$ cat src/rtl/exp3_tester.sv
// Stimulus/response checker for the four-input function exp3: sweeps {A,B,C,D}
// over 0..15, compares the returned F against the golden function and records errors.
module exp3_tester #(
    parameter int unsigned SETTLE = 1
) (
    input  logic       clk,
    input  logic       rst,
    input  logic       start,
    input  logic       F,
    output logic       A,
    output logic       B,
    output logic       C,
    output logic       D,
    output logic       busy,
    output logic       done,
    output logic       pass,
    output logic [4:0] err_count,
    output logic       fail_valid,
    output logic [3:0] fail_vec
);

    typedef enum logic [2:0] {
        IDLE  = 3'd0,
        APPLY = 3'd1,
        WAIT  = 3'd2,
        CHECK = 3'd3,
        DONE  = 3'd4
    } state_t;

    localparam logic [3:0] SETTLE_V = 4'(SETTLE);

    state_t     state_r, state_nxt;
    logic [3:0] vec_r, vec_nxt;
    logic [3:0] wait_r, wait_nxt;
    logic [3:0] stim_r, stim_nxt;
    logic       busy_r, busy_nxt;
    logic       done_r, done_nxt;
    logic       pass_r, pass_nxt;
    logic [4:0] err_r, err_nxt;
    logic       fv_r, fv_nxt;
    logic [3:0] fvec_r, fvec_nxt;
    logic       accept_s;
    logic       mism_s;

    function automatic logic golden(input logic [3:0] v);
        return (v[3] & ~v[2]) | (~v[3] & v[2] & (v[1] | v[0]));
    endfunction

    // Start is only honoured when no sweep is running.
    assign accept_s = start && ((state_r == IDLE) || (state_r == DONE));
    assign mism_s   = (F != golden(vec_r));

    // State register.
    always_ff @(posedge clk or posedge rst) begin
        if (rst) begin
            state_r <= IDLE;
        end else begin
            state_r <= state_nxt;
        end
    end

    // Next-state logic.
    always_comb begin
        state_nxt = state_r;
        case (state_r)
            IDLE, DONE: begin
                if (accept_s) begin
                    state_nxt = APPLY;
                end else begin
                    state_nxt = state_r;
                end
            end
            APPLY: begin
                if (SETTLE_V == 4'd0) begin
                    state_nxt = CHECK;
                end else begin
                    state_nxt = WAIT;
                end
            end
            WAIT: begin
                if (wait_r <= 4'd1) begin
                    state_nxt = CHECK;
                end else begin
                    state_nxt = WAIT;
                end
            end
            CHECK: begin
                if (vec_r == 4'd15) begin
                    state_nxt = DONE;
                end else begin
                    state_nxt = APPLY;
                end
            end
            default: state_nxt = IDLE;
        endcase
    end

    // Next values of the datapath and registered outputs.
    always_comb begin
        vec_nxt  = vec_r;
        wait_nxt = wait_r;
        stim_nxt = stim_r;
        busy_nxt = busy_r;
        done_nxt = done_r;
        pass_nxt = pass_r;
        err_nxt  = err_r;
        fv_nxt   = fv_r;
        fvec_nxt = fvec_r;
        case (state_r)
            IDLE, DONE: begin
                if (accept_s) begin
                    vec_nxt  = 4'd0;
                    stim_nxt = 4'd0;
                    busy_nxt = 1'b1;
                    done_nxt = 1'b0;
                    pass_nxt = 1'b0;
                    err_nxt  = 5'd0;
                    fv_nxt   = 1'b0;
                    fvec_nxt = 4'd0;
                end else begin
                    busy_nxt = 1'b0;
                end
            end
            APPLY: begin
                wait_nxt = SETTLE_V;
            end
            WAIT: begin
                wait_nxt = wait_r - 4'd1;
            end
            CHECK: begin
                if (mism_s) begin
                    err_nxt = err_r + 5'd1;
                    if (!fv_r) begin
                        fv_nxt   = 1'b1;
                        fvec_nxt = vec_r;
                    end else begin
                        fv_nxt   = fv_r;
                    end
                end else begin
                    err_nxt = err_r;
                end
                // Vector 15 ends the sweep; the index is never advanced past it.
                if (vec_r == 4'd15) begin
                    busy_nxt = 1'b0;
                    done_nxt = 1'b1;
                    pass_nxt = (err_nxt == 5'd0);
                end else begin
                    vec_nxt  = vec_r + 4'd1;
                    stim_nxt = vec_r + 4'd1;
                end
            end
            default: begin
                busy_nxt = 1'b0;
            end
        endcase
    end

    // Datapath and output registers.
    always_ff @(posedge clk or posedge rst) begin
        if (rst) begin
            vec_r  <= 4'd0;
            wait_r <= 4'd0;
            stim_r <= 4'd0;
            busy_r <= 1'b0;
            done_r <= 1'b0;
            pass_r <= 1'b0;
            err_r  <= 5'd0;
            fv_r   <= 1'b0;
            fvec_r <= 4'd0;
        end else begin
            vec_r  <= vec_nxt;
            wait_r <= wait_nxt;
            stim_r <= stim_nxt;
            busy_r <= busy_nxt;
            done_r <= done_nxt;
            pass_r <= pass_nxt;
            err_r  <= err_nxt;
            fv_r   <= fv_nxt;
            fvec_r <= fvec_nxt;
        end
    end

    assign {A, B, C, D} = stim_r;
    assign busy         = busy_r;
    assign done         = done_r;
    assign pass         = pass_r;
    assign err_count    = err_r;
    assign fail_valid   = fv_r;
    assign fail_vec     = fvec_r;

endmodule

$ cat config.mk
export PLATFORM = sky130hd
export DESIGN_NAME = exp3_tester
export DESIGN_NICKNAME = d
export VERILOG_FILES = /design/src/rtl/exp3_tester.sv
export SDC_FILE = /design/constraint.sdc
export NUM_CORES = 1
export LEC_CHECK = 0
export ABC_AREA = 0
export CORE_MARGIN = 8
export CORE_UTILIZATION = 57
export DETAILED_ROUTE_END_ITERATION = 8
export GPL_TIMING_DRIVEN = 0
export PLACE_DENSITY_LB_ADDON = 0.05
export SLEW_MARGIN = 20
export SYNTH_ARGS = -nofsm -noshare
export SYNTH_HDL_FRONTEND = slang
export SYNTH_SLANG_ARGS = --single-unit
$ cat constraint.sdc
create_clock -name clk -period 5.6 [get_ports clk]
set_clock_uncertainty 0.1 [all_clocks]
set_input_delay 0.84 -clock clk [delete_from_list [all_inputs] [get_ports clk]]
set_output_delay 0.84 -clock clk [all_outputs]
set_load 0.03 [all_outputs]
### Routed clock nets over the placement, run 1

(6 px per um)
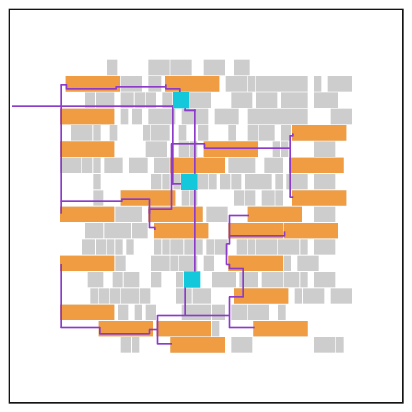
legend:
  purple:
    item: clock wires
    length: 290 um
  cyan:
    item: clock-net drivers
    count: 3
  orange:
    item: flip-flops
    count: 24
routed clock nets: 4

### M3 wires, run 1

(4 px per um) Cells faint in the background.
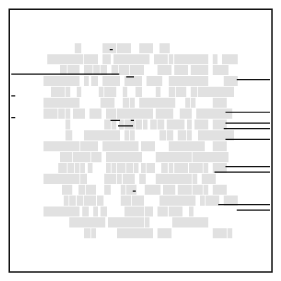
share of all routed wire: 4.8%
nets with wire on the layer: 14

### Routed metal, one color a layer, run 1

(4 px per um)
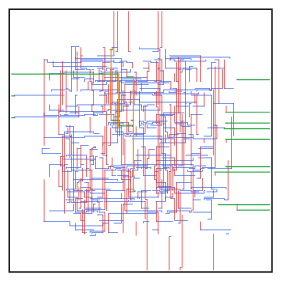
legend:
  green:
    layer: M3
    wire_length: 133 um
  red:
    layer: M2
    wire_length: 1380 um
  blue:
    layer: M1
    wire_length: 1220 um
  orange:
    layer: M4
    wire_length: 59.2 um

==> out/metrics.cfg, run 1 <==
[status]
status=complete, no violations

[final_timing]
tightestPinTransition_ps=915
hold_ws_ps=409
max_freq_ghz=0.407
period_minus_slack_ps=2460
setup-violations-final=0
rsz0062_at_grt=false
fin_tns_setup_ps=0
hold_viol=0
maxSlewHeadroom=0.389

[finish]
num-fill-cells=198
fin_util=0.692
layout.nets=177
logic_area_sq_um=703
drive_gt1_frac=0.0958
seq_area_sq_um=601
finalInstanceArea_sq_um=1650
n_antenna_cell=0
area_growth_pct=19.0

[clock_network]
postCtsHoldBufs=0
clock-sinks=24
cts-root-buf=clkbuf_4
cts_resized=0
clock_latency_ps=320
cts_buffer_depth=2
cts-buffers-inserted=3

[synth]
synth_area_sq_um=1390
enable_flop_cells=0
yosys_warnings=0
synth_area_per_cell_sq_um=9.64
synth_cells=144
ys_types=39
synthArstFlopShare=1.00
yosysTopAreaCellShare=0.433
ff_type=dfrtp_1
ys_cells=144
yosys.area.top_type=dfrtp_1
ys.flops=24
top_cells_by_area=dfrtp_1 43%, mux2i_1 5.0%, ha_1 4.5%
synth_chip_area_sq_um=1390

[place]
place_area_sq_um=1620
port_buffers=19
place_congestion=0.831
dp_hpwl_um=2170

[die]
core_area_sq_um=2390
dieWidth_um=65.3
initial_utilization=0.581
io_pins=21
chipArea_sq_um=4270
row_count=18

[critical_path]
timing.rr.start=stim_r[0]
regToRegSetupSlack_ps=3500
max_stage_delay_ps=720
crit_type=flip-flop to primary output
r2r_cells=7
critPathBufInv=1
r2r_end=pass
critical_path.top_delay_family=buffers and inverters
cp.required_ps=4660
critPathCaptureType=primary output
worstPathArrival_ps=1520
startpoint_type=flip-flop
cp_slowest_cell=clkdlybuf4s50_1
worstPathMaxFanout=6

[detailed_routing]
post-route-drc-count=0
num_vias=1101
vias_per_cell=5.59
drt_wl_total_um=2790
wl_per_cell_um=14.2
first_iter_violations=33
firstDrtPassIters=4
ant_nets=0

[global_route]
grt_use_total=0.145
antenna_found_initial=0
grt_start_max_net_pins=25
grt_pass1_wl_um=5000
first_global_vias=1146

[job]
log.warning_count=28

[power_and_ir_drop]
fin_total_pwr_mw=0.834
p_int_mw=0.461
pwr-share-clk=0.109
p_per_area_nw_per_um2=505
switching_power_mw=0.373
p_seq_frac=0.333
leakagePower_nw=0.745

[hold_path]
min_to=done
worstHoldPathCells=1
min_path_type=flip-flop to flip-flop
min_from=done

==> run 1: flip-flops by register name, summed over array words and instances (netlist names) <==
signal and flops:
done 1, wait_r 4, err_count 5, fail_valid 1, fail_vec 4, stim_r 4, busy 1, state_r 3
pass 1
==> run 1: power by group through the flow <==
stage / Clock, mW / Combinational, mW / Sequential, mW
after floorplan: 0 / 0.268 / 0.341
after global placement: 0 / 0.452 / 0.279
after detailed placement: 0 / 0.466 / 0.282
after CTS: 0.0938 / 0.469 / 0.278
after global routing: 0.100 / 0.513 / 0.287
final: 0.0911 / 0.465 / 0.277
==> run 1: layout make-up <==
type	instances	share of cell area
repair buffers	19	0.115
flip-flops and latches	24	0.364
plain buffers	7	0.0258
multi-input cells	102	0.426
clock buffers	4	0.0220
well taps	30	0.0227
inverters	11	0.0250
==> run 1: cell usage after synthesis (2+ instances only) <==
library cell / n
o21ai_0: 11
xnor2_1: 4
o211a_1: 2
nand3_1: 6
nor3_1: 5
inv_1: 11
a21o_1: 2
mux2i_1: 7
nand2_1: 14
a21oi_1: 8
a22oi_1: 2
dfrtp_1: 24
nor3b_2: 2
clkbuf_1: 3
nor2_1: 12
ha_1: 5
buf_4: 2
nand2b_1: 3
==> run 1: metal layers <==
metal	wire [um]	GRT usage	vias up
li1	-	-	546
met1	1220	0.166	531
met2	1380	0.251	17
met3	132	0.0323	7
met4	59	0.0681	0
met5	0	0	-
==> run 1: stage by stage <==
stage	instances	worst slack, ps
2_1_floorplan	144	3400
3_5_place_dp	193	3300
4_1_cts	197	3130
5_1_grt	197	3070
6_report	197	3140
3_3_place_gp	193	3300
==> run 1: placed cells by master (no fill, tap or decap), types with 4 or more instances in the layout <==
master	Yosys	routed
clkdlybuf4s50_1	0	19
nand2_1	14	14
a21oi_1	8	8
mux2i_1	7	7
nor3_1	5	5
dfrtp_1	24	24
o21ai_0	11	11
ha_1	5	5
xnor2_1	4	4
nor2_1	12	12
nand3_1	6	6
inv_1	11	11
==> run 1: cells by family after synthesis <==
| group | after synthesis | share of synthesized area |
|---|---|---|
| simple gates | 50 | 0.198 |
| compound gates | 35 | 0.179 |
| flops | 24 | 0.433 |
| buf+inv | 18 | 0.0604 |
| mux | 8 | 0.0586 |
| fa+ha+maj | 5 | 0.0451 |
| xor+xnor | 4 | 0.0252 |
==> run 1: worst register-to-register path, delay by kind of cell (launching register included) <==
family,cells,cell delay [ps]
and+or+nand+nor,1,100
adders and majority gates,1,240
buffers and inverters,1,100
DFF,1,420
AOI/OAI and AO/OA,4,1040
==> run 1: how the worst max path moves through the flow <==
stage / start / endpoint / slack, ps / cells after the start
6_report: err_count[0] / err_count[0] / 3140 / 1
5_1_grt: err_count[0] / err_count[0] / 3070 / 1
4_1_cts: err_count[0] / err_count[0] / 3130 / 1
3_5_place_dp: F / pass / 3300 / 6
3_3_place_gp: F / pass / 3300 / 6
2_1_floorplan: F / pass / 3400 / 6
### Routing congestion, run 1

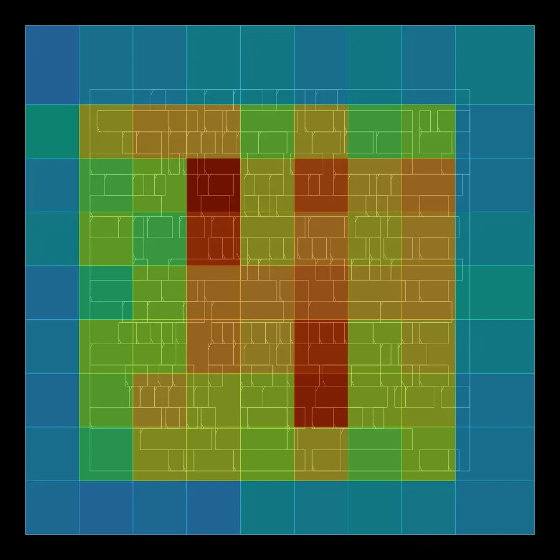

==> run 2: changes to the inputs <==
--- a/config.mk
+++ b/config.mk
@@ -7,7 +7,7 @@
 export LEC_CHECK = 0
 export ABC_AREA = 0
 export CORE_MARGIN = 8
-export CORE_UTILIZATION = 57
+export CORE_UTILIZATION = 53
 export DETAILED_ROUTE_END_ITERATION = 8
 export GPL_TIMING_DRIVEN = 0
 export PLACE_DENSITY_LB_ADDON = 0.05
==> constraint.sdc (replaced) <==
create_clock -name clk -period 2.4 [get_ports clk]
set_clock_uncertainty 0.1 [all_clocks]
set_input_delay 0.36 -clock clk [delete_from_list [all_inputs] [get_ports clk]]
set_output_delay 0.36 -clock clk [all_outputs]
set_load 0.03 [all_outputs]
### Routing congestion, run 2

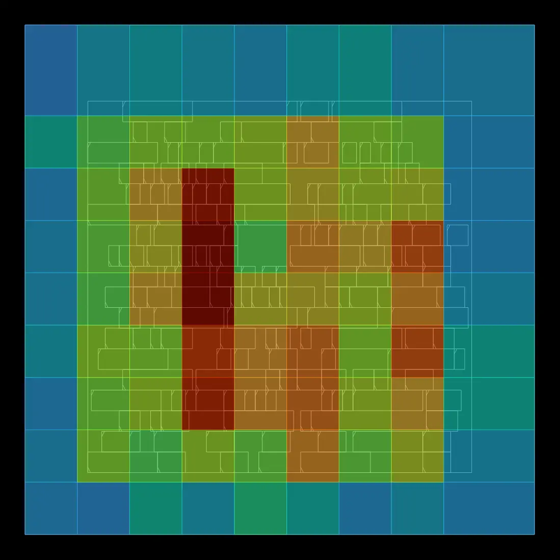
grt met2 use: 0.264
wire per inst: 15.1 um
GRT Total Usage: 0.144
Final Util: 0.667

==> run 2 against run 1 <==
Critical path depth rose by 6; core utilization fell by 2.5 points; sequential power rose by 140%; area after synthesis did not move; combinational power rose by 130%; sequential share of layout area did not move; count of clock-buffer cells in the layout did not move; die size rose by 5.7%; setup slack got worse by 2900 ps; clock power rose by 140%; power rose by 140%; first-iteration DRC count rose by 100%; largest cell class unchanged.
==> out/metrics.cfg, run 2 <==
[critical_path]
critPathCaptureType=flip-flop  ; was primary output
cp_slowest_cell=dfrtp_1  ; was clkdlybuf4s50_1
timing.rr.start=stim_r[1]  ; was stim_r[0]
worstPathMaxFanout=7  ; was 6
r2r_end=pass  ; unchanged
cp.required_ps=2530  ; was 4660 ps
regToRegSetupSlack_ps=230  ; was 3500 ps

[clock_network]
postCtsHoldBufs=0  ; unchanged
cts_buffer_depth=2  ; unchanged
cts-buffers-inserted=3  ; unchanged
clock_latency_ps=320  ; about the same
cts_resized=0  ; unchanged

[power_and_ir_drop]
p_seq_frac=0.335  ; was 0.333
p_per_area_nw_per_um2=1190  ; was 505 nW/um^2
leakagePower_nw=0.745  ; unchanged

[final_timing]
setup-violations-final=0  ; unchanged
hold_viol=0  ; unchanged
rsz0062_at_grt=false  ; unchanged
hold_ws_ps=397  ; was 409 ps
maxSlewHeadroom=0.399  ; was 0.389
worst_slack_ps=235  ; was 3140 ps

[synth]
synth_cells=144  ; unchanged
top_cells_by_area=dfrtp_1 43%, mux2i_1 5.0%, ha_1 4.5%  ; unchanged
synth_area_sq_um=1390  ; unchanged
yosysTopAreaCellShare=0.433  ; unchanged
synth_area_per_cell_sq_um=9.64  ; unchanged

[detailed_routing]
m1WireLength_um=1260  ; was 1220 um
topRoutingLayerUsed=met4  ; unchanged
first_iter_violations=67  ; was 33

[die]
row_count=18  ; unchanged
chipArea_sq_um=4510  ; was 4270 sq um
core_area_sq_um=2480  ; was 2390 sq um
initial_utilization=0.560  ; was 0.581

[finish]
layout_top_cells=24 x dfrtp_1, 19 x clkdlybuf4s50_1, 14 x nand2_1  ; unchanged
area_growth_pct=19.0  ; unchanged
largest_reg_flops=5  ; unchanged
num-fill-cells=212  ; was 198
drive_gt1_frac=0.0958  ; unchanged

[place]
place_congestion=0.864  ; was 0.831
dpl_worst_slack_ps=270  ; was 3300 ps

[job]
log.warning_count=28  ; unchanged

[hold_path]
min_path_type=flip-flop to flip-flop  ; unchanged

[status]
status=complete, no violations  ; unchanged

[global_route]
antenna_found_initial=0  ; unchanged
grt_pass1_wl_um=5120  ; was 5000 um

run 2: cell counts after synthesis:
Identical to the previous run, type by type.
run 2: per-stage QoR:
step                cell area (sq um)  utilization  total power [mW]  instances
floorplan                        1390            -              1.42        144
global placement                 1620        0.652              1.71        193
detailed placement               1620        0.652              1.76        193
CTS                              1650        0.667              1.98        197
global route                     1650        0.667              2.12        197
finish                           1650        0.667              1.97        197
run 2: power by group through the flow:
stage          Combinational, mW  Sequential [mW]  Clock (mW)
3_3_place_gp                1.06            0.651           0
4_1_cts                     1.10            0.656       0.223
5_1_grt                     1.20            0.675       0.238
2_1_floorplan              0.624            0.796           0
3_5_place_dp                1.10            0.662           0
6_report                    1.09            0.659       0.218
run 2: logic make-up (layout without fill, tap and decap cells):
logic type	after synthesis	in the layout	share of synthesized area
xor+xnor	4	4	0.0252
fa+ha+maj	5	5	0.0451
flops	24	24	0.433
simple gates	50	50	0.198
buf+inv	18	41	0.0604
compound gates	35	35	0.179
mux	8	8	0.0586
run 2: worst max-delay path by stage:
stage	start	end	slack [ps]	cells past startpoint
2_1_floorplan	stim_r[1]	pass	240	7
3_3_place_gp	stim_r[1]	pass	300	7
3_5_place_dp	stim_r[1]	pass	270	7
4_1_cts	stim_r[1]	pass	240	7
5_1_grt	stim_r[0]	pass	110	7
6_report	stim_r[1]	pass	230	7
run 2: cell type report:
class,instances,share of cell area
multi-input cells,102,0.426
flip-flops and latches,24,0.364
repair buffers,19,0.115
plain buffers,7,0.0258
inverters,11,0.0250
well taps,30,0.0227
clock buffers,4,0.0220
run 2: routing by layer:
metal,vias to the layer above,track usage
met5,-,0
met1,552,0.163
met2,20,0.264
met4,0,0.0627
met3,5,0.0182
li1,546,-
run 2: worst max-delay path: cells and delay by family, from the launching register on:
kind / cells / cell delay, ps
AND-OR/OR-AND: 4 / 1070
adder cells (fa/ha/maj): 1 / 270
buffers and inverters: 1 / 100
flip-flops: 1 / 430
AND/OR/NAND/NOR: 1 / 100
### Routed metal, one color a layer, run 2

(4 px per um)
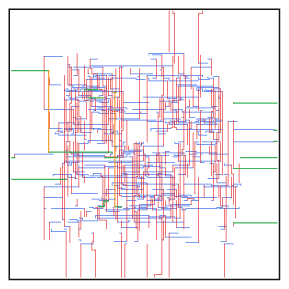

==> run 3: changes to the inputs <==
--- a/config.mk
+++ b/config.mk
@@ -10,7 +10,7 @@
 export CORE_UTILIZATION = 53
 export DETAILED_ROUTE_END_ITERATION = 8
 export GPL_TIMING_DRIVEN = 0
-export PLACE_DENSITY_LB_ADDON = 0.05
+export PLACE_DENSITY = 0.79
 export SLEW_MARGIN = 20
 export SYNTH_ARGS = -nofsm -noshare
 export SYNTH_HDL_FRONTEND = slang
### Routed metal, one color a layer, run 3

(4 px per um)
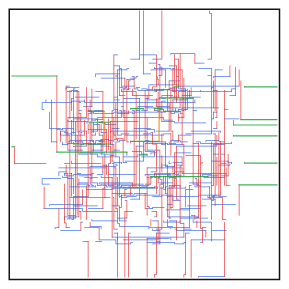
legend:
  green:
    layer: M3
    wire_length: 158 um
  orange:
    layer: M4
    wire_length: 15.0 um
  blue:
    layer: M1
    wire_length: 1250 um
  red:
    layer: M2
    wire_length: 1550 um

==> run 3 against run 2 <==
Via count is 0.80% higher; count of clock-buffer cells in the layout is the same; critical path type unchanged; synthesized cell count stayed put; sequential cell count unchanged.
==> out/metrics.cfg, run 3 <==
[hold_path]
min_from=done  ; unchanged
min_path_type=flip-flop to flip-flop  ; unchanged
worstHoldPathCells=1  ; unchanged
min_to=done  ; unchanged

[die]
row_count=18  ; unchanged
chipArea_sq_um=4510  ; unchanged
io_pins=21  ; unchanged
initial_utilization=0.560  ; unchanged
dieWidth_um=67.2  ; unchanged

[status]
status=complete, no violations  ; unchanged

[detailed_routing]
num_vias=1132  ; was 1123
drt_wl_total_um=2970  ; was 2980 um
wl_per_cell_um=15.1  ; about the same
post-route-drc-count=0  ; unchanged
ant_nets=0  ; unchanged
first_iter_violations=56  ; was 67
firstDrtPassIters=4  ; unchanged

[final_timing]
max_freq_ghz=0.464  ; was 0.462 GHz
hold_viol=0  ; unchanged
tightestPinTransition_ps=905  ; was 901 ps
fin_tns_setup_ps=0  ; unchanged
maxSlewHeadroom=0.396  ; was 0.399
setup-violations-final=0  ; unchanged
period_minus_slack_ps=2160  ; was 2170 ps

[global_route]
antenna_found_initial=0  ; unchanged
use_met1=0.175  ; was 0.163
grtUsageMet3=0.0281  ; was 0.0182
grt_use_total=0.146  ; was 0.144
grt_use_met2=0.240  ; was 0.264
busiest_layer=met2  ; unchanged
grt_pass1_wl_um=5260  ; was 5120 um

[finish]
mostFrequentLayoutCell=dfrtp_1  ; unchanged
finalInstanceArea_sq_um=1650  ; unchanged
layout.nets=177  ; unchanged
largest_reg_flops=5  ; unchanged
n_antenna_cell=0  ; unchanged
drive_gt1_frac=0.0958  ; unchanged
layout_top_cells=24 x dfrtp_1, 19 x clkdlybuf4s50_1, 14 x nand2_1  ; unchanged

[place]
place_congestion=0.844  ; was 0.864
place_area_sq_um=1620  ; unchanged
dp_hpwl_um=2270  ; was 2280 um
port_buffers=19  ; unchanged

[power_and_ir_drop]
leakagePower_nw=0.745  ; unchanged
p_per_area_nw_per_um2=1190  ; about the same

[critical_path]
r2r_end=pass  ; unchanged
worstPathMaxFanout=7  ; unchanged
max_stage_delay_ps=430  ; about the same
cp_slowest_cell=dfrtp_1  ; unchanged
timing.rr.start=stim_r[1]  ; unchanged
critPathCaptureType=flip-flop  ; unchanged
r2r_cells=7  ; unchanged
worstPathArrival_ps=2280  ; was 2290 ps
regToRegSetupSlack_ps=240  ; was 230 ps
startpoint_type=flip-flop  ; unchanged
cp.required_ps=2520  ; was 2530 ps

[job]
log.warning_count=28  ; unchanged

[synth]
yosysTopAreaCellShare=0.433  ; unchanged
enable_flop_cells=0  ; unchanged
yosys_warnings=0  ; unchanged
synth_area_sq_um=1390  ; unchanged
synth_area_per_cell_sq_um=9.64  ; unchanged
yosys.area.top_type=dfrtp_1  ; unchanged

[clock_network]
post_cts_buffers=0  ; unchanged
cts-root-buf=clkbuf_4  ; unchanged
cts_resized=0  ; unchanged
cts_buffer_depth=2  ; unchanged
clock-sinks=24  ; unchanged
postCtsHoldBufs=0  ; unchanged

run 3: cell counts after synthesis:
No cell type changed its count.
run 3: stage by stage:
stage / power [mW] / utilization / cells / hold slack (ps) / setup slack (ps)
floorplan: 1.42 / - / 144 / 275 / 244
global placement: 1.70 / 0.652 / 193 / 361 / 301
detailed placement: 1.76 / 0.652 / 193 / 368 / 256
CTS: 1.97 / 0.667 / 197 / 399 / 235
global route: 2.11 / 0.667 / 197 / 450 / 136
finish: 1.96 / 0.667 / 197 / 394 / 244
run 3: worst max path at each step:
stage,from,endpoint,depth (start not counted)
5_1_grt,stim_r[0],pass,7
4_1_cts,stim_r[1],pass,7
3_3_place_gp,stim_r[1],pass,7
6_report,stim_r[1],pass,7
2_1_floorplan,stim_r[1],pass,7
3_5_place_dp,stim_r[1],pass,7
run 3: critical path: cells and delay by family, from the launching register on:
family,cells,cell delay [ps]
flip-flops,1,430
buffers and inverters,1,100
AND-OR/OR-AND,4,1070
adder cells (fa/ha/maj),1,260
AND/OR/NAND/NOR,1,100
run 3: power by group:
part | internal [mW] | switching (mW) | total [mW]
combinational | 0.456 | 0.637 | 1.09
sequential | 0.527 | 0.126 | 0.653
clock | 0.0928 | 0.126 | 0.219
run 3: area by class of cell:
| cell class | count | area, sq um | area share |
|---|---|---|---|
| plain buffers | 7 | 42.5 | 0.0258 |
| clock buffers | 4 | 36.3 | 0.0220 |
| inverters | 11 | 41.3 | 0.0250 |
| multi-input cells | 102 | 703 | 0.426 |
| flip-flops and latches | 24 | 601 | 0.364 |
| well taps | 30 | 37.5 | 0.0227 |
| repair buffers | 19 | 190 | 0.115 |
run 3: metal layers:
| layer | wire length [um] | up-vias | share of wire |
|---|---|---|---|
| li1 | - | 550 | - |
| met2 | 1550 | 41 | 0.52 |
| met3 | 158 | 4 | 0.053 |
| met1 | 1250 | 537 | 0.42 |
| met4 | 14 | 0 | 0.0047 |
| met5 | 0 | - | 0 |
run 3: logic make-up (layout without fill, tap and decap cells):
kind of cell,after synthesis,in the layout,synth area share
AOI/OAI and AO/OA,35,35,0.179
xor gates and xnor gates,4,4,0.0252
adders and majority gates,5,5,0.0451
buffers and inverters,18,41,0.0604
DFF,24,24,0.433
muxes,8,8,0.0586
and+or+nand+nor,50,50,0.198
Power is estimated from default activity; no workload was simulated.
